===== src/rtl/umi_reg_host.sv =====
// umi_reg_host
// Turns single-register host accesses into single-flit UMI requests and
// returns read data and completion status to the host. Only one transaction
// is in flight at a time.
//
// Ports:
//   clk, reset            clock; asynchronous active-high reset
//   host_valid/ready      host access handshake
//   host_write/posted     access type (read, write, posted write)
//   host_addr, host_wdata register byte address and write data
//   host_done             one-cycle completion pulse
//   host_rdata, host_err  read data and status, valid with host_done
//                         (err[0] = timeout, err[1] = response error)
//   uhost_req_*           UMI request channel (to device)
//   uhost_resp_*          UMI response channel (from device)
//
// Optional feature macro: UMI_REG_HOST_TIMEOUT_EN
//   When defined, a 16-bit counter bounds the response wait to TIMEOUT
//   cycles and flags err[0] on expiry. When undefined the host waits
//   indefinitely for a response and err[0] is always 0.
module umi_reg_host #(
    parameter int              DW      = 256,
    parameter int              AW      = 64,
    parameter int              CW      = 32,
    parameter int              RW      = 32,
    parameter logic [AW-1:0]   SRCADDR = {AW{1'b0}},
    parameter int              TIMEOUT = 1023
) (
    input  logic          clk,
    input  logic          reset,
    input  logic          host_valid,
    input  logic          host_write,
    input  logic          host_posted,
    input  logic [AW-1:0] host_addr,
    input  logic [RW-1:0] host_wdata,
    output logic          host_ready,
    output logic          host_done,
    output logic [RW-1:0] host_rdata,
    output logic [1:0]    host_err,
    output logic          uhost_req_valid,
    output logic [CW-1:0] uhost_req_cmd,
    output logic [AW-1:0] uhost_req_dstaddr,
    output logic [AW-1:0] uhost_req_srcaddr,
    output logic [DW-1:0] uhost_req_data,
    input  logic          uhost_req_ready,
    input  logic          uhost_resp_valid,
    input  logic [CW-1:0] uhost_resp_cmd,
    input  logic [AW-1:0] uhost_resp_dstaddr,
    input  logic [AW-1:0] uhost_resp_srcaddr,
    input  logic [DW-1:0] uhost_resp_data,
    output logic          uhost_resp_ready
);

    localparam logic [1:0] ST_IDLE = 2'd0;
    localparam logic [1:0] ST_REQ  = 2'd1;
    localparam logic [1:0] ST_WAIT = 2'd2;
    localparam logic [1:0] ST_DONE = 2'd3;

    localparam logic [4:0] UMI_REQ_READ   = 5'h01;
    localparam logic [4:0] UMI_REQ_WRITE  = 5'h03;
    localparam logic [4:0] UMI_REQ_POSTED = 5'h05;

    localparam logic [2:0] REQ_SIZE = 3'($clog2(RW / 8));

    // UMI command layout: opcode[4:0], size[7:5], len[15:8], eom[22], eof[23];
    // every other field is left at zero.
    function automatic logic [CW-1:0] umi_pack(
        input logic [4:0] opcode,
        input logic [2:0] size,
        input logic [7:0] len,
        input logic       eom,
        input logic       eof
    );
        logic [CW-1:0] cmd;
        cmd        = {CW{1'b0}};
        cmd[4:0]   = opcode;
        cmd[7:5]   = size;
        cmd[15:8]  = len;
        cmd[22]    = eom;
        cmd[23]    = eof;
        return cmd;
    endfunction

    logic [1:0]    state_r;
    logic [1:0]    state_s;
    logic          init_r;
    logic          write_r;
    logic          posted_r;
    logic          host_done_r;
    logic [RW-1:0] host_rdata_r;
    logic [1:0]    host_err_r;
    logic          req_valid_r;
    logic [CW-1:0] req_cmd_r;
    logic [AW-1:0] req_dstaddr_r;
    logic [AW-1:0] req_srcaddr_r;
    logic [DW-1:0] req_data_r;
    logic [4:0]    req_opcode_s;
    logic          host_fire_s;
    logic          timeout_s;
    logic [1:0]    resp_err_s;
    logic          unused_s;

    // init_r holds host_ready and uhost_resp_ready low for the first cycle
    // after reset, so both leave reset at 0 even though the FSM sits in IDLE.
    assign host_ready       = init_r && (state_r == ST_IDLE);
    // Responses are drained in every state: WAIT takes them as the match,
    // all other states discard them as stray or late.
    assign uhost_resp_ready = init_r && ((state_r == ST_IDLE) || (state_r == ST_REQ) ||
                                         (state_r == ST_WAIT) || (state_r == ST_DONE));
    assign host_fire_s      = host_ready && host_valid;
    assign resp_err_s       = uhost_resp_cmd[26:25];
    assign unused_s         = ^{uhost_resp_cmd, uhost_resp_dstaddr,
                                uhost_resp_srcaddr, uhost_resp_data};

    assign host_done         = host_done_r;
    assign host_rdata        = host_rdata_r;
    assign host_err          = host_err_r;
    assign uhost_req_valid   = req_valid_r;
    assign uhost_req_cmd     = req_cmd_r;
    assign uhost_req_dstaddr = req_dstaddr_r;
    assign uhost_req_srcaddr = req_srcaddr_r;
    assign uhost_req_data    = req_data_r;

`ifdef UMI_REG_HOST_TIMEOUT_EN
    localparam logic [15:0] TIMEOUT_CNT = 16'(TIMEOUT);

    logic [15:0] cnt_r;

    // A response arriving in the expiry cycle takes priority over the timeout.
    assign timeout_s = (state_r == ST_WAIT) && !uhost_resp_valid &&
                       ((cnt_r + 16'd1) == TIMEOUT_CNT);

    // Response-wait counter: cleared on the request handshake, counts WAIT cycles.
    always_ff @(posedge clk or posedge reset) begin
        if (reset) begin
            cnt_r <= 16'd0;
        end else if ((state_r == ST_REQ) && uhost_req_ready) begin
            cnt_r <= 16'd0;
        end else if (state_r == ST_WAIT) begin
            cnt_r <= cnt_r + 16'd1;
        end else begin
            cnt_r <= cnt_r;
        end
    end
`else
    assign timeout_s = 1'b0;
`endif

    // Request opcode selection from the host access type.
    always_comb begin
        req_opcode_s = UMI_REQ_READ;
        if (host_write && host_posted) begin
            req_opcode_s = UMI_REQ_POSTED;
        end else if (host_write) begin
            req_opcode_s = UMI_REQ_WRITE;
        end else begin
            req_opcode_s = UMI_REQ_READ;
        end
    end

    // FSM next-state decode.
    always_comb begin
        state_s = state_r;
        case (state_r)
            ST_IDLE: begin
                if (host_fire_s) begin
                    state_s = ST_REQ;
                end else begin
                    state_s = ST_IDLE;
                end
            end
            ST_REQ: begin
                if (uhost_req_ready) begin
                    state_s = posted_r ? ST_DONE : ST_WAIT;
                end else begin
                    state_s = ST_REQ;
                end
            end
            ST_WAIT: begin
                if (uhost_resp_valid || timeout_s) begin
                    state_s = ST_DONE;
                end else begin
                    state_s = ST_WAIT;
                end
            end
            ST_DONE: state_s = ST_IDLE;
            default: state_s = ST_IDLE;
        endcase
    end

    // State register, request capture and host-side completion registers.
    always_ff @(posedge clk or posedge reset) begin
        if (reset) begin
            state_r       <= ST_IDLE;
            init_r        <= 1'b0;
            write_r       <= 1'b0;
            posted_r      <= 1'b0;
            host_done_r   <= 1'b0;
            host_rdata_r  <= {RW{1'b0}};
            host_err_r    <= 2'b00;
            req_valid_r   <= 1'b0;
            req_cmd_r     <= {CW{1'b0}};
            req_dstaddr_r <= {AW{1'b0}};
            req_srcaddr_r <= {AW{1'b0}};
            req_data_r    <= {DW{1'b0}};
        end else begin
            state_r     <= state_s;
            init_r      <= 1'b1;
            host_done_r <= 1'b0;
            case (state_r)
                ST_IDLE: begin
                    if (host_fire_s) begin
                        write_r       <= host_write;
                        posted_r      <= host_write && host_posted;
                        req_valid_r   <= 1'b1;
                        req_cmd_r     <= umi_pack(req_opcode_s, REQ_SIZE, 8'd0, 1'b1, 1'b1);
                        req_dstaddr_r <= host_addr;
                        req_srcaddr_r <= SRCADDR;
                        req_data_r    <= host_write ? DW'(host_wdata) : {DW{1'b0}};
                    end
                end
                ST_REQ: begin
                    if (uhost_req_ready) begin
                        req_valid_r <= 1'b0;
                        if (posted_r) begin
                            host_done_r <= 1'b1;
                            host_err_r  <= 2'b00;
                        end
                    end
                end
                ST_WAIT: begin
                    if (uhost_resp_valid) begin
                        if (!write_r) begin
                            host_rdata_r <= uhost_resp_data[RW-1:0];
                        end
                        host_err_r  <= {(resp_err_s != 2'b00), 1'b0};
                        host_done_r <= 1'b1;
                    end else if (timeout_s) begin
                        host_err_r  <= 2'b01;
                        host_done_r <= 1'b1;
                    end
                end
                ST_DONE: begin
                    host_done_r <= 1'b0;
                end
                default: begin
                    host_done_r <= 1'b0;
                end
            endcase
        end
    end

endmodule


===== config.mk =====
export PLATFORM = sky130hd
export DESIGN_NAME = umi_reg_host
export DESIGN_NICKNAME = d
export VERILOG_FILES = /design/src/rtl/umi_reg_host.sv
export SDC_FILE = /design/constraint.sdc
export NUM_CORES = 1
export LEC_CHECK = 0
export CORE_AREA = 3 3 381 383
export DETAILED_ROUTE_END_ITERATION = 16
export DIE_AREA = 0 0 384 386
export SLEW_MARGIN = 20
export SYNTH_ARGS = -nofsm -noshare
export SYNTH_HDL_FRONTEND = slang
export SYNTH_SLANG_ARGS = --single-unit

===== constraint.sdc =====
create_clock -name clk -period 6.9 [get_ports clk]
set_input_delay 1.38 -clock clk [delete_from_list [all_inputs] [get_ports clk]]
set_output_delay 1.38 -clock clk [all_outputs]
set_load 0.01 [all_outputs]

### Power grid

Scale bar: 100 um. Pins as bars on the die edge. Tap cells in grey.
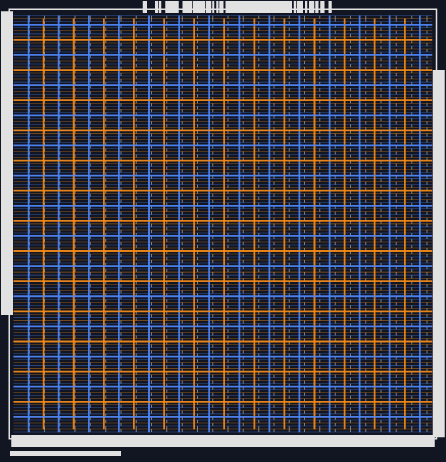
Key: orange = VDD; blue = VSS
27 straps on met4. 1890 tap cells. 973 signal pins sit on the boundary. 139 met1 rails follow the rows.

### Cells coloured by class

Scale bar: 100 um.
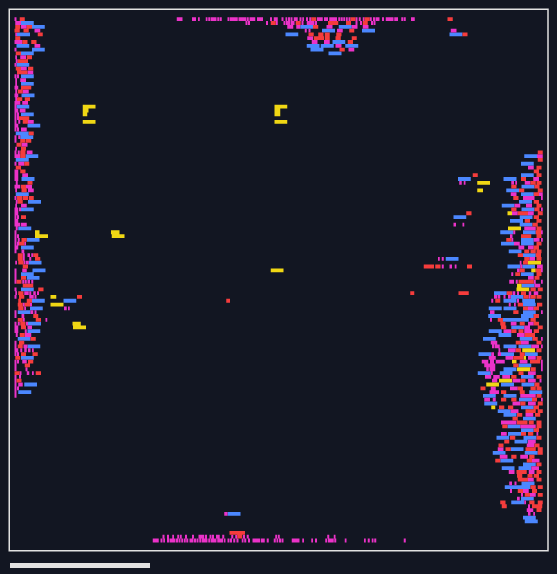
Key: yellow = clock drivers and dummy loads [cells 32]; magenta = remaining logic cells [cells 546]; blue = sequential cells [cells 138]; red = remaining buffers and delay cells [cells 278]

==> results.yml <==
# implementation run metrics
final_timing:
  fin_skew_ns: 0.0376
  worstMarginPinSlew_ns: 1.07
  slew-limit-headroom_pct: 28.8
  finalCritPeriodShare_pct: 50.4
  timing_hold_violations_final: 0
  tns_ns: 0
clock_network:
  cts_tree: "yes"
  cts_root_buf: "clkbuf_16"
detailed_routing:
  drt_iter0_drc: 54
  wl_met1_um: 8370
  num_vias: 4846
power:
  p_leak_nw: 4.91
  p_int_mw: 2.66
place:
  io_buffer_count: 275
  place_area_sq_um: 11600
hold_path:
  hp-start: "uhost_req_cmd[1]$_DFFE_PP0P_"
logic_synthesis:
  synth_seq_share_pct: 44.0
  avgSynthCellArea_sq_um: 11.0
  syn_area_sq_um: 7850
  synth_cells: 712
status:
  status: "completed"
finish:
  fin_nets: 1504
  areaGrowthSynthToFinish_pct: 55.9
  layoutNonFillerInstCount: 2890
flow_run:
  warnings: 411
worst_setup_path:
  critPathLaunch: "state_r[0]$_DFF_PP0_"
  start_kind: "flop"
  worstPathMaxFanout: 5
floorplan:
  die_area_sq_um: 148000
  core_area_sq_um: 142000
global_route:
  antenna_found_initial: 8
[area by class of cell]
cell class / instances / area [sq um]
Sequential cell: 138 / 3450
Antenna cell: 6 / 15.0
Clock buffer: 17 / 425
Tap cell: 1890 / 2360
Clock inverter: 15 / 154
Multi-Input combinational cell: 542 / 3020
Inverter: 4 / 20.0
Fill cell: 16400 / 130000
Timing Repair Buffer: 278 / 2780
[worst paths after layout]
path / cells after the start / endpoint / slack [ns]
setup / recovery: 4 / host_ready / 3.42
hold / removal: 2 / uhost_req_cmd[1]$_DFFE_PP0P_ / 0.48
setup reg to reg: 5 / uhost_req_dstaddr[37]$_DFFE_PP0P_ / 4.33
hold reg to reg: 2 / uhost_req_cmd[1]$_DFFE_PP0P_ / 0.48
max in group asynchronous: 3 / uhost_req_dstaddr[57]$_DFFE_PP0P_ / 4.52
min in group asynchronous: 2 / uhost_req_cmd[0]$_DFFE_PP0P_ / 1.35
[state kept, by name (all words and copies together) (netlist names), named ones only]
register	cells
uhost_req_dstaddr	64
host_rdata	32
uhost_req_data	32
uhost_req_cmd	3
host_done	1
host_err	1
init_r	1
state_r	1
uhost_req_valid	1
write_r	1
[layout by cell type (no fill, tap or decap), types with 2 or more instances in the layout]
master / n
a21boi_0: 2
buf_4: 2
clkbuf_16: 17
clkdlybuf4s50_1: 274
clkinv_4: 3
clkinv_8: 2
conb_1: 316
dfrtp_1: 138
diode_2: 6
ha_1: 4
inv_1: 3
inv_6: 4
inv_8: 5
mux2_2: 67
mux2_4: 30
mux2i_1: 2
nand2_1: 71
nand2b_1: 3
nand3_1: 2
nor2b_1: 2
o21ai_0: 36
[metal layers]
layer	vias to the layer above	GRT usage, %
met5	-	0
met4	4	1.41
met3	27	2.50
met2	410	4.38
met1	2207	2.99
li1	2198	-
[cells by family after synthesis]
family	after synthesis	synth area share, %
AOI/OAI and AO/OA	40	2.69
DFF	138	44.0
other	2	0.0957
adders and majority gates	4	0.637
muxes	99	15.6
buffers and inverters	346	32.6
and+or+nand+nor	83	4.35
[critical path, cell delays in order, from the launching register on]
cell and delay, ns:
dfrtp_1 0.42, inv_1 0.10, ha_1 0.26, and2_1 0.24
clkdlybuf4s50_1 0.59
[power by group through the flow]
stage / clock network (mW) / logic (mW) / registers, mW
2_1_floorplan: 0 / 0.683 / 1.55
3_3_place_gp: 0 / 1.69 / 1.37
3_5_place_dp: 0 / 1.70 / 1.39
4_1_cts: 1.07 / 1.71 / 1.38
5_1_grt: 1.10 / 1.81 / 1.42
6_report: 0.987 / 1.67 / 1.37
Power is estimated from default activity; no workload was simulated.
